**src/rtl/jt7759_cmdq_if.sv**
```systemverilog
// CPU-side command bus and sound-chip control bus of the jt7759 command queue.
interface jt7759_cmdq_if #(
    parameter int AW = 2
);
    logic          cpu_wr;
    logic [7:0]    cpu_din;
    logic          cpu_stop;
    logic          q_empty;
    logic          q_full;
    logic [AW:0]   q_level;
    logic          ovf;
    logic          tmo;
    logic          snd_cs;
    logic [7:0]    snd_din;
    logic          snd_busyn;
    logic          snd_rst;

    // CPU and sound chip side: drives commands and busy_n, observes status
    modport master (
        output cpu_wr, cpu_din, cpu_stop, snd_busyn,
        input  q_empty, q_full, q_level, ovf, tmo, snd_cs, snd_din, snd_rst
    );

    // Queue/scheduler side
    modport slave (
        input  cpu_wr, cpu_din, cpu_stop, snd_busyn,
        output q_empty, q_full, q_level, ovf, tmo, snd_cs, snd_din, snd_rst
    );
endinterface

```
**src/rtl/jt7759_cmdq.sv**
```systemverilog
// Command queue and scheduler feeding sound indices into the jt7759 control
// unit in slave mode. Buffers CPU writes, issues one index whenever the chip
// is idle, supervises playback start and offers a stop/flush path.
module jt7759_cmdq #(
    parameter int AW     = 2,
    parameter int TMO    = 16,
    parameter int RSTLEN = 4
) (
    input  logic           clk,
    input  logic           rst_n,
    input  logic           cen4,
    jt7759_cmdq_if.slave   bus
);
    localparam int DEPTH = 1 << AW;
    localparam int CMAX  = (TMO > RSTLEN) ? TMO : RSTLEN;
    localparam int CW    = $clog2(CMAX + 1);

    localparam logic [AW:0]   PTR_ONE   = (AW + 1)'(1);
    localparam logic [AW:0]   LVL_FULL  = (AW + 1)'(DEPTH);
    localparam logic [CW-1:0] CNT_ZERO  = {CW{1'b0}};
    localparam logic [CW-1:0] CNT_ONE   = CW'(1);
    localparam logic [CW-1:0] TMO_LAST  = CW'(TMO - 1);
    localparam logic [CW-1:0] RST_LAST  = CW'(RSTLEN - 1);

    typedef enum logic [2:0] {
        ST_IDLE    = 3'd0,
        ST_SETUP   = 3'd1,
        ST_STROBE  = 3'd2,
        ST_RELEASE = 3'd3,
        ST_ACKW    = 3'd4,
        ST_PLAY    = 3'd5,
        ST_GAP     = 3'd6,
        ST_ABORT   = 3'd7
    } state_t;

    state_t        state_r, state_nx;
    logic [CW-1:0] cnt_r, cnt_nx;
    logic          cs_r, cs_nx;
    logic [7:0]    din_r, din_nx;
    logic          snd_rst_r, snd_rst_nx;
    logic          tmo_r, tmo_nx;
    logic          ovf_r, ovf_nx;
    logic [AW:0]   wr_ptr_r, wr_nx;
    logic [AW:0]   rd_ptr_r, rd_nx;
    logic [AW:0]   level_r, level_nx;
    logic          empty_r, empty_nx;
    logic          full_r, full_nx;
    logic          pop_s;
    logic          push_s;
    logic [7:0]    head_s;
    logic [7:0]    mem_r [DEPTH];

    assign head_s = mem_r[rd_ptr_r[AW-1:0]];

    // Scheduler next state: stop wins on any clk, everything else steps on cen4
    always_comb begin
        state_nx   = state_r;
        cnt_nx     = cnt_r;
        cs_nx      = cs_r;
        din_nx     = din_r;
        snd_rst_nx = snd_rst_r;
        tmo_nx     = 1'b0;
        pop_s      = 1'b0;
        if (bus.cpu_stop) begin
            state_nx   = ST_ABORT;
            cnt_nx     = CNT_ZERO;
            cs_nx      = 1'b0;
            snd_rst_nx = 1'b1;
        end else if (cen4) begin
            case (state_r)
                ST_IDLE: begin
                    cs_nx = 1'b0;
                    if (!empty_r && bus.snd_busyn) begin
                        din_nx   = head_s;
                        state_nx = ST_SETUP;
                    end else begin
                        state_nx = ST_IDLE;
                    end
                end
                ST_SETUP: begin
                    // the head leaves the queue as the strobe rises
                    cs_nx    = 1'b1;
                    pop_s    = 1'b1;
                    state_nx = ST_STROBE;
                end
                ST_STROBE: begin
                    cs_nx    = 1'b0;
                    state_nx = ST_RELEASE;
                end
                ST_RELEASE: begin
                    cs_nx    = 1'b0;
                    cnt_nx   = CNT_ZERO;
                    state_nx = ST_ACKW;
                end
                ST_ACKW: begin
                    if (!bus.snd_busyn) begin
                        state_nx = ST_PLAY;
                    end else if (cnt_r == TMO_LAST) begin
                        // command lost; it is not re-queued
                        tmo_nx   = 1'b1;
                        cnt_nx   = CNT_ZERO;
                        state_nx = ST_IDLE;
                    end else begin
                        cnt_nx   = cnt_r + CNT_ONE;
                    end
                end
                ST_PLAY: begin
                    if (bus.snd_busyn) begin
                        state_nx = ST_GAP;
                    end else begin
                        state_nx = ST_PLAY;
                    end
                end
                ST_GAP: begin
                    // guarantees a fresh rising edge on the next strobe
                    cs_nx    = 1'b0;
                    state_nx = ST_IDLE;
                end
                ST_ABORT: begin
                    cs_nx = 1'b0;
                    if (cnt_r == RST_LAST) begin
                        snd_rst_nx = 1'b0;
                        cnt_nx     = CNT_ZERO;
                        state_nx   = ST_IDLE;
                    end else begin
                        cnt_nx     = cnt_r + CNT_ONE;
                    end
                end
                default: begin
                    state_nx   = ST_IDLE;
                    cs_nx      = 1'b0;
                    snd_rst_nx = 1'b0;
                    cnt_nx     = CNT_ZERO;
                end
            endcase
        end else begin
            state_nx = state_r;
        end
    end

    // FIFO pointer update: flush on stop, push/pop otherwise (both allowed when full)
    always_comb begin
        wr_nx  = wr_ptr_r;
        rd_nx  = rd_ptr_r;
        push_s = 1'b0;
        ovf_nx = 1'b0;
        if (bus.cpu_stop) begin
            rd_nx = wr_ptr_r;
        end else begin
            if (pop_s) begin
                rd_nx = rd_ptr_r + PTR_ONE;
            end else begin
                rd_nx = rd_ptr_r;
            end
            if (bus.cpu_wr) begin
                if (!full_r || pop_s) begin
                    push_s = 1'b1;
                    wr_nx  = wr_ptr_r + PTR_ONE;
                end else begin
                    ovf_nx = 1'b1;
                end
            end else begin
                wr_nx = wr_ptr_r;
            end
        end
        level_nx = wr_nx - rd_nx;
        empty_nx = (wr_nx == rd_nx);
        full_nx  = (level_nx == LVL_FULL);
    end

    // State, counters, pointers and all registered outputs
    always_ff @(posedge clk or negedge rst_n) begin
        if (!rst_n) begin
            state_r   <= ST_IDLE;
            cnt_r     <= CNT_ZERO;
            cs_r      <= 1'b0;
            din_r     <= 8'h00;
            snd_rst_r <= 1'b0;
            tmo_r     <= 1'b0;
            ovf_r     <= 1'b0;
            wr_ptr_r  <= {(AW + 1){1'b0}};
            rd_ptr_r  <= {(AW + 1){1'b0}};
            level_r   <= {(AW + 1){1'b0}};
            empty_r   <= 1'b1;
            full_r    <= 1'b0;
        end else begin
            state_r   <= state_nx;
            cnt_r     <= cnt_nx;
            cs_r      <= cs_nx;
            din_r     <= din_nx;
            snd_rst_r <= snd_rst_nx;
            tmo_r     <= tmo_nx;
            ovf_r     <= ovf_nx;
            wr_ptr_r  <= wr_nx;
            rd_ptr_r  <= rd_nx;
            level_r   <= level_nx;
            empty_r   <= empty_nx;
            full_r    <= full_nx;
        end
    end

    // FIFO storage write
    always_ff @(posedge clk) begin
        if (push_s) begin
            mem_r[wr_ptr_r[AW-1:0]] <= bus.cpu_din;
        end
    end

    assign bus.q_empty = empty_r;
    assign bus.q_full  = full_r;
    assign bus.q_level = level_r;
    assign bus.ovf     = ovf_r;
    assign bus.tmo     = tmo_r;
    assign bus.snd_cs  = cs_r;
    assign bus.snd_din = din_r;
    assign bus.snd_rst = snd_rst_r;
endmodule
```
**src/flat_wrapper.sv**
```systemverilog
// flat-port wrapper written by rule: the top's interface ports become plain ports
module jt7759_cmdq_flat 
#(
    parameter int AW     = 2,
    parameter int TMO    = 16,
    parameter int RSTLEN = 4
)
  (clk, rst_n, cen4, bus_cpu_wr, bus_cpu_din, bus_cpu_stop, bus_snd_busyn, bus_q_empty, bus_q_full, bus_q_level, bus_ovf, bus_tmo, bus_snd_cs, bus_snd_din, bus_snd_rst);
  jt7759_cmdq_if #(.AW(AW)) bus_i ();
  input  logic clk;
  input  logic rst_n;
  input  logic cen4;
  input wire logic [$bits(bus_i.cpu_wr)-1:0] bus_cpu_wr;
  input wire logic [$bits(bus_i.cpu_din)-1:0] bus_cpu_din;
  input wire logic [$bits(bus_i.cpu_stop)-1:0] bus_cpu_stop;
  input wire logic [$bits(bus_i.snd_busyn)-1:0] bus_snd_busyn;
  output wire logic [$bits(bus_i.q_empty)-1:0] bus_q_empty;
  output wire logic [$bits(bus_i.q_full)-1:0] bus_q_full;
  output wire logic [$bits(bus_i.q_level)-1:0] bus_q_level;
  output wire logic [$bits(bus_i.ovf)-1:0] bus_ovf;
  output wire logic [$bits(bus_i.tmo)-1:0] bus_tmo;
  output wire logic [$bits(bus_i.snd_cs)-1:0] bus_snd_cs;
  output wire logic [$bits(bus_i.snd_din)-1:0] bus_snd_din;
  output wire logic [$bits(bus_i.snd_rst)-1:0] bus_snd_rst;
  assign bus_i.cpu_wr = bus_cpu_wr;
  assign bus_i.cpu_din = bus_cpu_din;
  assign bus_i.cpu_stop = bus_cpu_stop;
  assign bus_i.snd_busyn = bus_snd_busyn;
  assign bus_q_empty = bus_i.q_empty;
  assign bus_q_full = bus_i.q_full;
  assign bus_q_level = bus_i.q_level;
  assign bus_ovf = bus_i.ovf;
  assign bus_tmo = bus_i.tmo;
  assign bus_snd_cs = bus_i.snd_cs;
  assign bus_snd_din = bus_i.snd_din;
  assign bus_snd_rst = bus_i.snd_rst;
  jt7759_cmdq #(.AW(AW), .TMO(TMO), .RSTLEN(RSTLEN)) u_core (.clk(clk), .rst_n(rst_n), .cen4(cen4), .bus(bus_i));
endmodule
```
**config.mk**
```make
export PLATFORM = sky130hd
export DESIGN_NAME = jt7759_cmdq_flat
export DESIGN_NICKNAME = d
export VERILOG_FILES = /design/src/rtl/jt7759_cmdq_if.sv /design/src/rtl/jt7759_cmdq.sv /design/src/flat_wrapper.sv
export SDC_FILE = /design/constraint.sdc
export NUM_CORES = 1
export LEC_CHECK = 0
export CELL_PAD_IN_SITES_DETAIL_PLACEMENT = 1
export CELL_PAD_IN_SITES_GLOBAL_PLACEMENT = 1
export CORE_UTILIZATION = 55
export CTS_BUF_LIST = sky130_fd_sc_hd__clkbuf_4 sky130_fd_sc_hd__clkbuf_8 sky130_fd_sc_hd__clkbuf_16
export DETAILED_ROUTE_END_ITERATION = 10
export DONT_BUFFER_PORTS = 1
export MAX_ROUTING_LAYER = met4
export PLACE_DENSITY = 0.88
export RECOVER_POWER = 50
export REMOVE_ABC_BUFFERS = 1
export SETUP_SLACK_MARGIN = 0.1
export SLEW_MARGIN = 10
export SYNTH_ARGS = -nofsm -noshare
export SYNTH_HDL_FRONTEND = slang
export SYNTH_SLANG_ARGS = --single-unit
```
**constraint.sdc**
```tcl
create_clock -name clk -period 6.8 [get_ports clk]
set_input_delay 1.7 -clock clk [delete_from_list [all_inputs] [get_ports clk]]
set_output_delay 1.7 -clock clk [all_outputs]
set_load 0.005 [all_outputs]
```
==> impl_metrics.toml, run 1 <==
# synthesis and place-and-route metrics
[run_status]
outcome = "completed"

[floorplanning]
fp_util = 0.588
dieArea_sq_um = 5480
core_area_sq_um = 4850
taps = 67
io_pins = 31
rows = 25

[timing]
setup_violations = 0
whs_ps = 539
period_used_share = 0.520
slew_viol_final = 0
setup_slack_ps = 3260
worst_pin_slew_ps = 595
skew_ps = 7.66
rsz0062_at_grt = "no"
min_period_ps = 3540
finalSetupTns_ps = 0
relSlewSlack = 0.602
hold_viol = 0
clock.fmax_mhz = 283

[finish]
stdcell_count = 279
n_all_inverters = 15
nonClkBufAreaFrac = 0
regArea_sq_um = 1740
clock_cell_area_share = 0.0556
largest_class = "flip-flops and latches"
final_common_cell = "edfxtp_1"
nClkBuffers = 12
logic_area_sq_um = 991
sh_comb_area = 0.326
antenna_cells = 0
nets = 232
seq_area_frac = 0.572
final_layout_size_suffix_gt1_frac = 0.170
lay_top_cells = "edfxtp_1 (32), dfrtp_1 (30), nand2_1 (18)"
comb_cells = 118
n_fill_cell = 468

[route]
route.vias.total = 1707
vias_per_cell = 6.12
drt_first_pass_iters = 4
route.detailed.drc = 0
ant_nets = 0
routed_wl_um = 5980
wire_per_inst_um = 21.4
drt_iter0_drc = 142

[global_route]
grt_first_pass_wirelength_um = 9550
grt.total_usage = 0.258
grt_pass1_vias = 1887
grt_max_degree = 32
grt.overflow.total = 0
antenna_found_initial = 0

[yosys]
ys_cells = 203
synthFlopType = "edfxtp_1"
yosys_area_sq_um = 2850
async_flop_share = 0.492
ys_ff = 63
largest_area_cell = "edfxtp_1"
edf_count = 32
ys_seq_share = 0.609
synth_cell_types = 51
common_cells = "edfxtp_1 (32), dfrtp_1 (30), nand2_1 (18), inv_1 (14), ha_1 (10)"
synth_top_cell_by_count = "edfxtp_1"
ys_top_cells_by_area = "edfxtp_1 (34%), dfrtp_1 (26%), mux4_2 (6.3%)"
avgSynthCellArea_sq_um = 14.1
synth.cell_area_sq_um = 2850
yosysWarnings = 0
yosysTopAreaCellShare = 0.337
synthCells = 203

[power_and_ir_drop]
p_leak_nw = 1.21
p_clk_frac = 0.259
p_sw_uw = 354
power.share.sequential = 0.495
pwr-share-comb = 0.246
power.largest_group = "sequential cells"
total_power_mw = 1.08
swShare = 0.327
power.internal_uw = 730
vdd_drop_max_mv = 0.203
comb-power_uw = 267
power_density_nw_per_um2 = 357
pwr.group.clock_uw = 281
seq-power_uw = 537

[setup_path]
cp_cell_sequence = "nand4bb_1 > a21oi_1 > xnor2_1 > ha_1 > fa_1 > a211o_1 > a211oi_2"
slowest_delay_ps = 560
cpMaxStageDelayCell = "a21oi_1"
criticalPathCategory = "in -> reg"
worstSetupEndpointType = "register"
required_ps = 7050
start_kind = "input port"
worstPathArrival_ps = 3790
path_max_fanout = 8

[place]
postPlaceCellArea_sq_um = 2890
place.gp.congestion = 0.847
hpwlAfterDp_um = 4250
place_ws_ps = 3030
dp.cells = 263

[run]
cap_violations = 0
tool_warnings = 30

[clock_tree]
cts_buffer_depth = 2
htreeDepth = 3
clk_latency_ps = 340
cts_setup_buffers = 0
cts_hold_buf = 0
cts.sinks = 63
cts_tree = "done"
clkTransAtPathRegs_ps = 60
clockRootBuffer = "clkbuf_8"
cts_buffers = 9
cts-resized-gates = 0

[min_path]
hold_class = "reg -> reg"
run 1: state kept, by name, indices dropped and copies added (netlist names):
register	flops
u_core.bus.q_empty	1
u_core.bus.q_full	1
u_core.bus.q_level	3
u_core.state_r	3
u_core.bus.snd_cs	1
u_core.cnt_r	5
u_core.rd_ptr_r	3
u_core.bus.snd_rst	1
u_core.wr_ptr_r	3
u_core.bus.ovf	1
u_core.mem_r	32
u_core.bus.snd_din	8
u_core.bus.tmo	1
run 1: worst paths after layout:
kind / startpoint / to / slack (ps) / cells after the start
worst max-delay path: cen4 / u_core.bus.q_full / 3260 / 7
worst min-delay path: u_core.bus.snd_din[6] / u_core.bus.snd_din[6] / 540 / 1
worst max register to register: u_core.state_r[2] / u_core.bus.q_full / 3960 / 7
worst min register to register: u_core.bus.snd_din[6] / u_core.bus.snd_din[6] / 540 / 1
max in group asynchronous: rst_n / u_core.bus.q_empty / 5560 / 0
min in group asynchronous: rst_n / u_core.bus.snd_din[0] / 1050 / 0
run 1: per-layer routing:
metal | GRT usage | up-vias | wire length [um]
met2 | 0.418 | 38 | 3060
met4 | 0.130 | 0 | 156
li1 | - | 761 | -
met5 | - | - | 0
met3 | 0.0528 | 13 | 257
met1 | 0.307 | 895 | 2510
run 1: logic make-up after synthesis:
group	synth area share
DFF	0.609
and+or+nand+nor	0.0991
xor gates and xnor gates	0.00921
buffers and inverters	0.0355
AOI/OAI and AO/OA	0.0939
muxes	0.102
adders and majority gates	0.0509
run 1: critical path, delay by kind of cell:
kind                     cells  cell delay (ps)
AND-OR/OR-AND                3             1080
adder cells (fa/ha/maj)      2              620
AND/OR/NAND/NOR              1              200
XOR/XNOR                     1              190
Run 1, placement density heat map:
The die is cut into 7 by 7 equal tiles; white is low, dark blue is high, 0 to 100% covered.
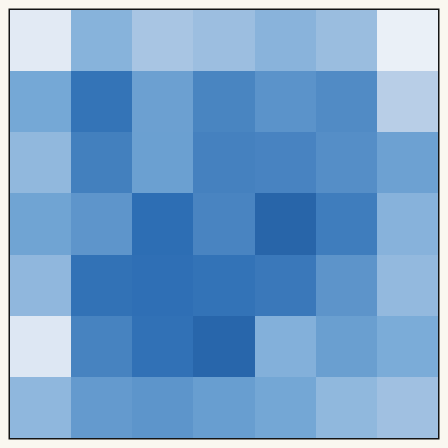
- fullest tile: 79%
- densest ninth of the die: center
- emptiest ninth of the die: upper right
- tiles over 75% full: 4.1%

Run 1, drive-strength map:
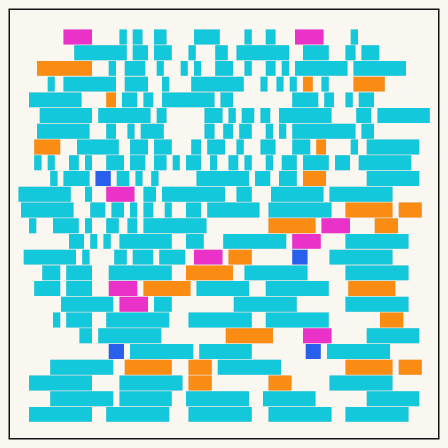
- magenta: drive 6 and up (cells 9; share 4.2%; most used clkbuf_8)
- cyan: drive 1 or less (cells 176; share 83%; most used edfxtp_1)
- blue: drive 3 to 4 (cells 4; share 1.9%; most used clkbuf_4)
- orange: drive 2 (cells 23; share 11%; most used mux2_2)
Non-CTS buffers: 0
design area: 3040 sq um
Layout area overhead: 6.49%

Run 1, cell outlines without signal wires:
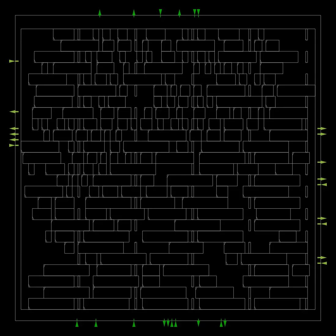
post-layout util: 0.627
seq_cells: 63

Run 1, I/O pins on the die edge:
The bar under the picture is 20 um long. Pins as bars across the die edge, other pins in gray.
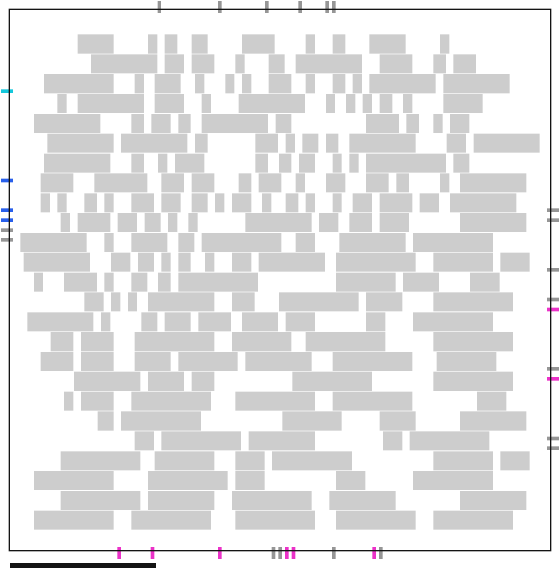
- blue: `bus_q_level` (pins 3; direction output; edge left)
- cyan: `clk` (pins 1; direction input; edge left)
- magenta: `bus_cpu_din` (pins 8; direction input; edge 6 bottom, 2 right)
- all pins by edge: 10 bottom, 9 right, 6 top, 6 left
I/O Buffers: 0
die span in x: 74.0 um
Die Ht: 74.0 um

Run 1, zoomed window:
Region (46, 46) to (66, 66) um. Cells in gray, sequential cells in the stronger gray; small squares are vias.
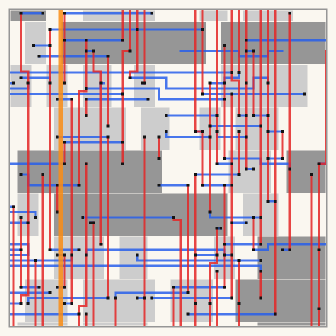

==> run 1 -> run 2 <==
Settings changed: CORE_UTILIZATION 55 to 52, PLACE_DENSITY 0.88 to 0.85.
Clock period 6.8 ns to 3.58 ns, I/O delays scaled along.
Run 2, zoomed window:
Region (47, 47) to (67, 67) um. Cells in gray, sequential cells in the stronger gray; small squares are vias.
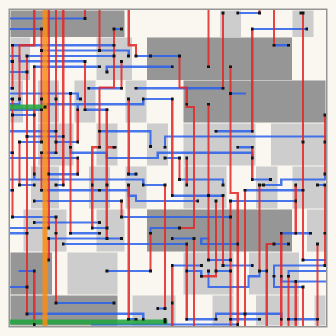
- orange: met4
- red: met2
- green: met3
- blue: met1
- most frequent: nand2_1 (6), dfrtp_1 (5), nor2_1 (4)
- cells with their middle in the window: 32
- sequential cells in the window: 5
- netlist names of flops here include: `u_core.cnt_r` (2), `u_core.state_r` (2)

Run 2, drive-strength map:
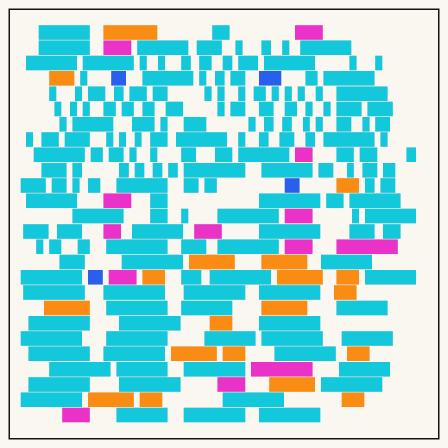
- orange: drive 2 (cells 19; share 9.0%; most used mux2_2)
- blue: drive 3 to 4 (cells 4; share 1.9%; most used clkinvlp_4)
- magenta: drive 6 and up (cells 13; share 6.1%; most used clkbuf_8)
- cyan: drive 1 or less (cells 176; share 83%; most used edfxtp_1)
design area: 3090 sq um
PnR worst setup slack: 843 ps
Layout area overhead: 8.42%

==> impl_metrics.toml, run 2 <==
# synthesis and place-and-route metrics
[power_and_ir_drop]
p_leak_nw = 1.23
vdd_drop_max_mv = 0.421
power_density_nw_per_um2 = 712
total_power_mw = 2.20

[setup_path]
cp-endpoint = "u_core.bus.q_full"
worstPathArrival_ps = 2990
r2r_end = "u_core.bus.q_full"
critPathLaunch = "u_core.state_r[1]"
r2r_cells = 7
required_ps = 3840
regToRegSetupSlack_ps = 840
criticalPathCategory = "reg -> reg"
start_kind = "register"
timing.rr.start = "u_core.state_r[1]"
path_max_fanout = 12
worstSetupEndpointType = "register"

[route]
drt_first_pass_iters = 5
route.vias.total = 1630
drt_iter0_drc = 57
ant_nets = 0
routed_wl_um = 5470
vias_per_cell = 5.78
route.detailed.drc = 0
wire_per_inst_um = 19.4

[run_status]
outcome = "completed"

[timing]
slew_viol_final = 0
setup_violations = 0
skew_ps = 11.0
finalSetupTns_ps = 0
relSlewSlack = 0.539
worst_pin_slew_ps = 682
hold_viol = 0
min_period_ps = 2740
clock.fmax_mhz = 365
rsz0062_at_grt = "no"
period_used_share = 0.764

[place]
hpwlAfterDp_um = 3880
place_ws_ps = 632
port_buffers = 0
place.gp.congestion = 0.899
postPlaceCellArea_sq_um = 2900

[finish]
final_common_cell = "edfxtp_1"
regArea_sq_um = 1740
largest_reg_flops = 32
final_layout_size_suffix_gt1_frac = 0.170
logic_area_sq_um = 987
lay_top_cells = "edfxtp_1 (32), dfrtp_1 (30), nand2_1 (18)"
antenna_cells = 0
n_fill_cell = 509
nets = 232

[floorplanning]
dieArea_sq_um = 5790
rows = 26
die_y_um = 76.1
die_w_um = 76.1
io_pins = 31

[yosys]
yosysWarnings = 0
synthFlopType = "edfxtp_1"
synthCells = 203
largest_area_cell = "edfxtp_1"
ys_ff = 63
synth.cell_area_sq_um = 2850
avgSynthCellArea_sq_um = 14.1
ys_seq_share = 0.609
synth_top_cell_by_count = "edfxtp_1"
synth_cell_types = 51
yosysTopAreaCellShare = 0.337
common_cells = "edfxtp_1 (32), dfrtp_1 (30), nand2_1 (18), inv_1 (14), ha_1 (10)"
async_flop_share = 0.492
yosys_area_sq_um = 2850
ys_top_cells_by_area = "edfxtp_1 (34%), dfrtp_1 (26%), mux4_2 (6.3%)"
ys_cells = 203
edf_count = 32

[clock_tree]
clockRootBuffer = "clkbuf_8"
cts_setup_buffers = 0
cts.sinks = 63
htreeDepth = 3
clk_latency_ps = 350
cts-resized-gates = 0
cts_buffer_depth = 2
cts_buffers = 9
cts_hold_buf = 0
clkTransAtPathRegs_ps = 80
cts_tree = "done"

[run]
cap_violations = 0
tool_warnings = 30

[min_path]
hold_class = "in -> async"

[global_route]
grt_first_pass_wirelength_um = 9270
grt_max_degree = 32
grt_pass1_vias = 1777
antenna_found_initial = 0
grt.overflow.total = 0
grt.total_usage = 0.222
Run 2, placement density heat map:
The die is cut into 8 by 8 equal tiles; white is low, dark blue is high, 0 to 100% covered.
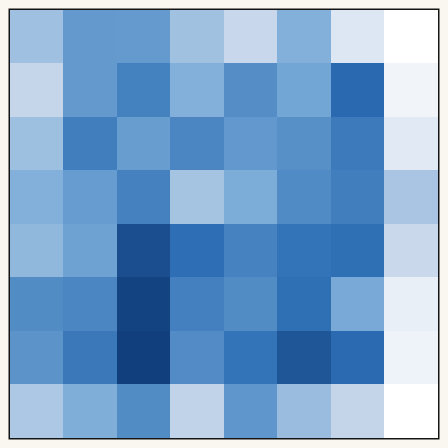
- fullest tile: 94%
- mean over tiles: 52%
- tiles over 75% full: 9.4%
- nearly empty tiles: 3.1%
post-layout util: 0.594
FP Util: 0.548
core region area: 5200 sq um

==> run 2: cell counts after synthesis <==
No cell type changed its count.
==> run 2: where the power goes <==
group	switching (mW)	internal (mW)
combinational	0.261	0.231
clock	0.285	0.404
sequential	0.137	0.883
total	0.684	1.52
==> run 2: cells by family (layout without fill, tap and decap cells) <==
| kind of cell | Yosys count | in the layout | synth area share |
|---|---|---|---|
| buffers and inverters | 22 | 31 | 0.0355 |
| flip-flops | 63 | 63 | 0.609 |
| AND/OR/NAND/NOR | 49 | 49 | 0.0991 |
| XOR/XNOR | 3 | 3 | 0.00921 |
| adder cells (fa/ha/maj) | 11 | 11 | 0.0509 |
| AND-OR/OR-AND | 37 | 37 | 0.0939 |
| multiplexers | 18 | 18 | 0.102 |
==> run 2: stage by stage <==
step / instances / hold slack [ps] / utilization
6_report: 282 / 231 / 0.594
5_1_grt: 282 / 213 / 0.594
4_1_cts: 282 / 213 / 0.599
3_5_place_dp: 266 / 512 / 0.556
3_3_place_gp: 266 / 520 / 0.556
2_1_floorplan: 196 / 467 / -
==> run 2: final cells by class <==
| cell class | count | area share |
|---|---|---|
| clock buffers | 10 | 0.0425 |
| clock inverters | 6 | 0.0299 |
| inverters | 15 | 0.0182 |
| multi-input cells | 118 | 0.319 |
| flip-flops and latches | 63 | 0.562 |
| well taps | 70 | 0.0283 |
==> run 2: critical path, cell delays in order (launching register included) <==
cell	delay, ps
dfrtp_1	500
nand4bb_1	330
a21oi_1	530
xnor2_1	170
ha_1	220
fa_1	390
a211o_1	300
a211oi_2	210
==> run 2: metal layers <==
layer	vias up	part of all wire	wire length, um	GRT usage
met5	-	0	0	-
met2	29	0.51	2770	0.347
li1	760	-	-	-
met1	832	0.42	2330	0.265
met4	0	0.019	103	0.110
met3	9	0.051	277	0.0635
Run 2, cell outlines without signal wires:
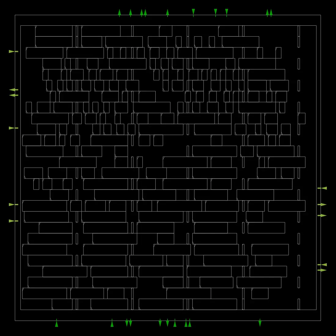

==> run 2 -> run 3 <==
Settings changed: CORE_UTILIZATION 52 to 47, PLACE_DENSITY 0.85 to 0.81.
Clock period 3.58 ns to 2.25 ns, I/O delays scaled along.
Run 3, cell outlines without signal wires:
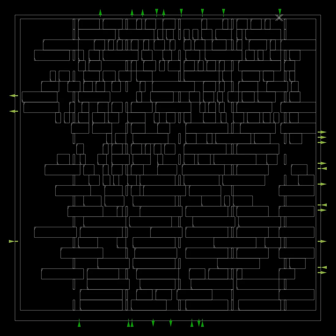
tap cells: 75
Finished Layout Cells: 309
Fillers: 577
flop share of the area: 0.525

Run 3, placement density heat map:
The die is cut into 8 by 8 equal tiles; white is low, dark blue is high, 0 to 100% covered.
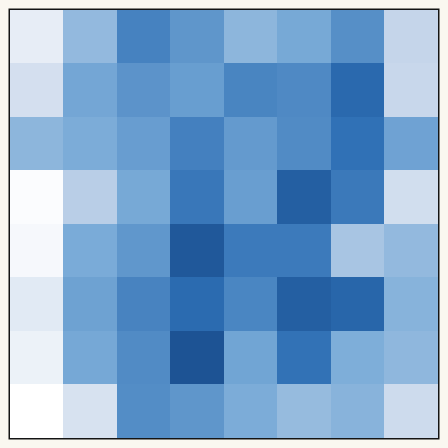
- tiles over 75% full: 11%
- fullest tile: 86%
- mean over tiles: 51%
- nearly empty tiles: 3.1%
post-layout util: 0.563
core region area: 5890 sq um
FP Util: 0.485

Run 3, zoomed window:
Region (50, 50) to (70, 70) um. Cells in gray, sequential cells in the stronger gray; small squares are vias.
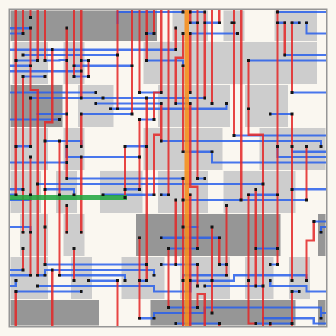
- blue: met1
- orange: met4
- red: met2
- green: met3
- cells with their middle in the window: 30
- sequential cells in the window: 4
- most frequent: nand2_1 (3), nor2_1 (3)
- netlist names of flops here include: `u_core.cnt_r` (2)

==> impl_metrics.toml, run 3 <==
# synthesis and place-and-route metrics
[floorplanning]
dieArea_sq_um = 6380
io_pins = 31

[timing]
whs_ps = 58.6
relSlewSlack = -0.167
slew_viol_final = 31
hold_viol = 0
worst_pin_slew_ps = 1750
min_period_ps = 2120
skew_ps = 10.6

[setup_path]
cp_cell_sequence = "and4bb_4 > mux2i_1 > o21a_1 > inv_1 > fa_2 > a211o_1 > a211oi_2"
start_kind = "register"
slowest_delay_ps = 400
path_max_fanout = 3
required_ps = 2510
cp-endpoint = "u_core.bus.q_full"
worstSetupEndpointType = "register"
regToRegSetupSlack_ps = 130
criticalPathCategory = "reg -> reg"
r2r_cells = 7

[route]
drt_first_pass_iters = 7
drt_iter0_drc = 157
vias_per_cell = 5.73
routed_wl_um = 6260
route.vias.total = 1772
route.detailed.drc = 2

[finish]
antenna_cells = 0
lay_top_cells = "edfxtp_1 (32), dfrtp_1 (29), buf_4 (20)"
largest_reg_flops = 32
final_layout_size_suffix_gt1_frac = 0.278

[yosys]
common_cells = "edfxtp_1 (32), dfrtp_1 (30), nand2_1 (18), inv_1 (14), ha_1 (10)"
mux_area_frac = 0.102
synth_cell_types = 51
ys_sh_aoi = 0.0939
synth_top_cell_by_count = "edfxtp_1"
avgSynthCellArea_sq_um = 14.1
synthFlopType = "edfxtp_1"
ys_seq_share = 0.609
yosysWarnings = 0
ys_sh_xor = 0.00921
ys_top_cells_by_area = "edfxtp_1 (34%), dfrtp_1 (26%), mux4_2 (6.3%)"
edf_count = 32
simple_gate_share = 0.0991

[run_status]
violations = "design-rule violations, max-capacitance violations, max-slew violations"
outcome = "finished, violations left"

[clock_tree]
clkTransAtPathRegs_ps = 70
cts_tree = "done"
cts.sinks = 63
clk_latency_ps = 350
clockRootBuffer = "clkbuf_8"
cts_buffers = 9
htreeDepth = 3

[place]
hpwlAfterDp_um = 4130
port_buffers = 0
postPlaceCellArea_sq_um = 3020

[min_path]
hold_class = "in -> async"

[power_and_ir_drop]
vdd_drop_max_mv = 0.452
power_density_nw_per_um2 = 1150

[global_route]
grt.overflow.total = 0
grt.total_usage = 0.227

[run]
cap_violations = 1
run 3: logic make-up after synthesis:
family | count (synthesis)
AOI/OAI and AO/OA | 37
xor gates and xnor gates | 3
adders and majority gates | 11
buffers and inverters | 22
DFF | 63
muxes | 18
and+or+nand+nor | 49
run 3: layout make-up:
class / count / area (sq um) / area share
clock buffer: 9 / 124 / 0.0374
timing repair buffer: 22 / 158 / 0.0475
tap: 75 / 93.8 / 0.0283
multi-input combinational: 118 / 1020 / 0.309
inverter: 15 / 56.3 / 0.0170
sequential: 63 / 1740 / 0.525
clock inverter: 7 / 120 / 0.0362
run 3: what timing repair did:
action                                 CTS  global route
hold buffers                             1             0
endpoints found under the hold margin   30             0
setup buffers                            1             4
setup endpoints to repair                2             4
resized                                  3             7
pin swaps                                3             4
run 3: metal layers:
| layer | share of wire | wire [um] | GRT usage |
|---|---|---|---|
| met5 | 0 | 0 | - |
| met4 | 0.030 | 189 | 0.105 |
| met3 | 0.041 | 254 | 0.0697 |
| met2 | 0.50 | 3140 | 0.364 |
| met1 | 0.43 | 2680 | 0.261 |
run 3: power breakdown:
| group | internal [mW] | total (mW) | switching, mW |
|---|---|---|---|
| logic | 0.504 | 1.08 | 0.574 |
| clock network | 0.739 | 1.20 | 0.462 |
| registers | 1.41 | 1.54 | 0.133 |
run 3: stage by stage:
step	setup TNS, ps	setup slack (ps)
after global routing	-1.01	-1.01
after floorplan	-119	-119
after global placement	0	2.08
after CTS	0	103
after detailed placement	-105	-78.2
final	0	129
run 3: critical path: cells and delay by family, from the launching register on:
| kind | cells | cell delay (ps) |
|---|---|---|
| AOI/OAI and AO/OA | 3 | 620 |
| DFF | 1 | 400 |
| adders and majority gates | 1 | 390 |
| and+or+nand+nor | 1 | 360 |
| muxes | 1 | 200 |
| buffers and inverters | 1 | 80 |
Power figures rest on the tool's default switching activity, not on a simulated workload.
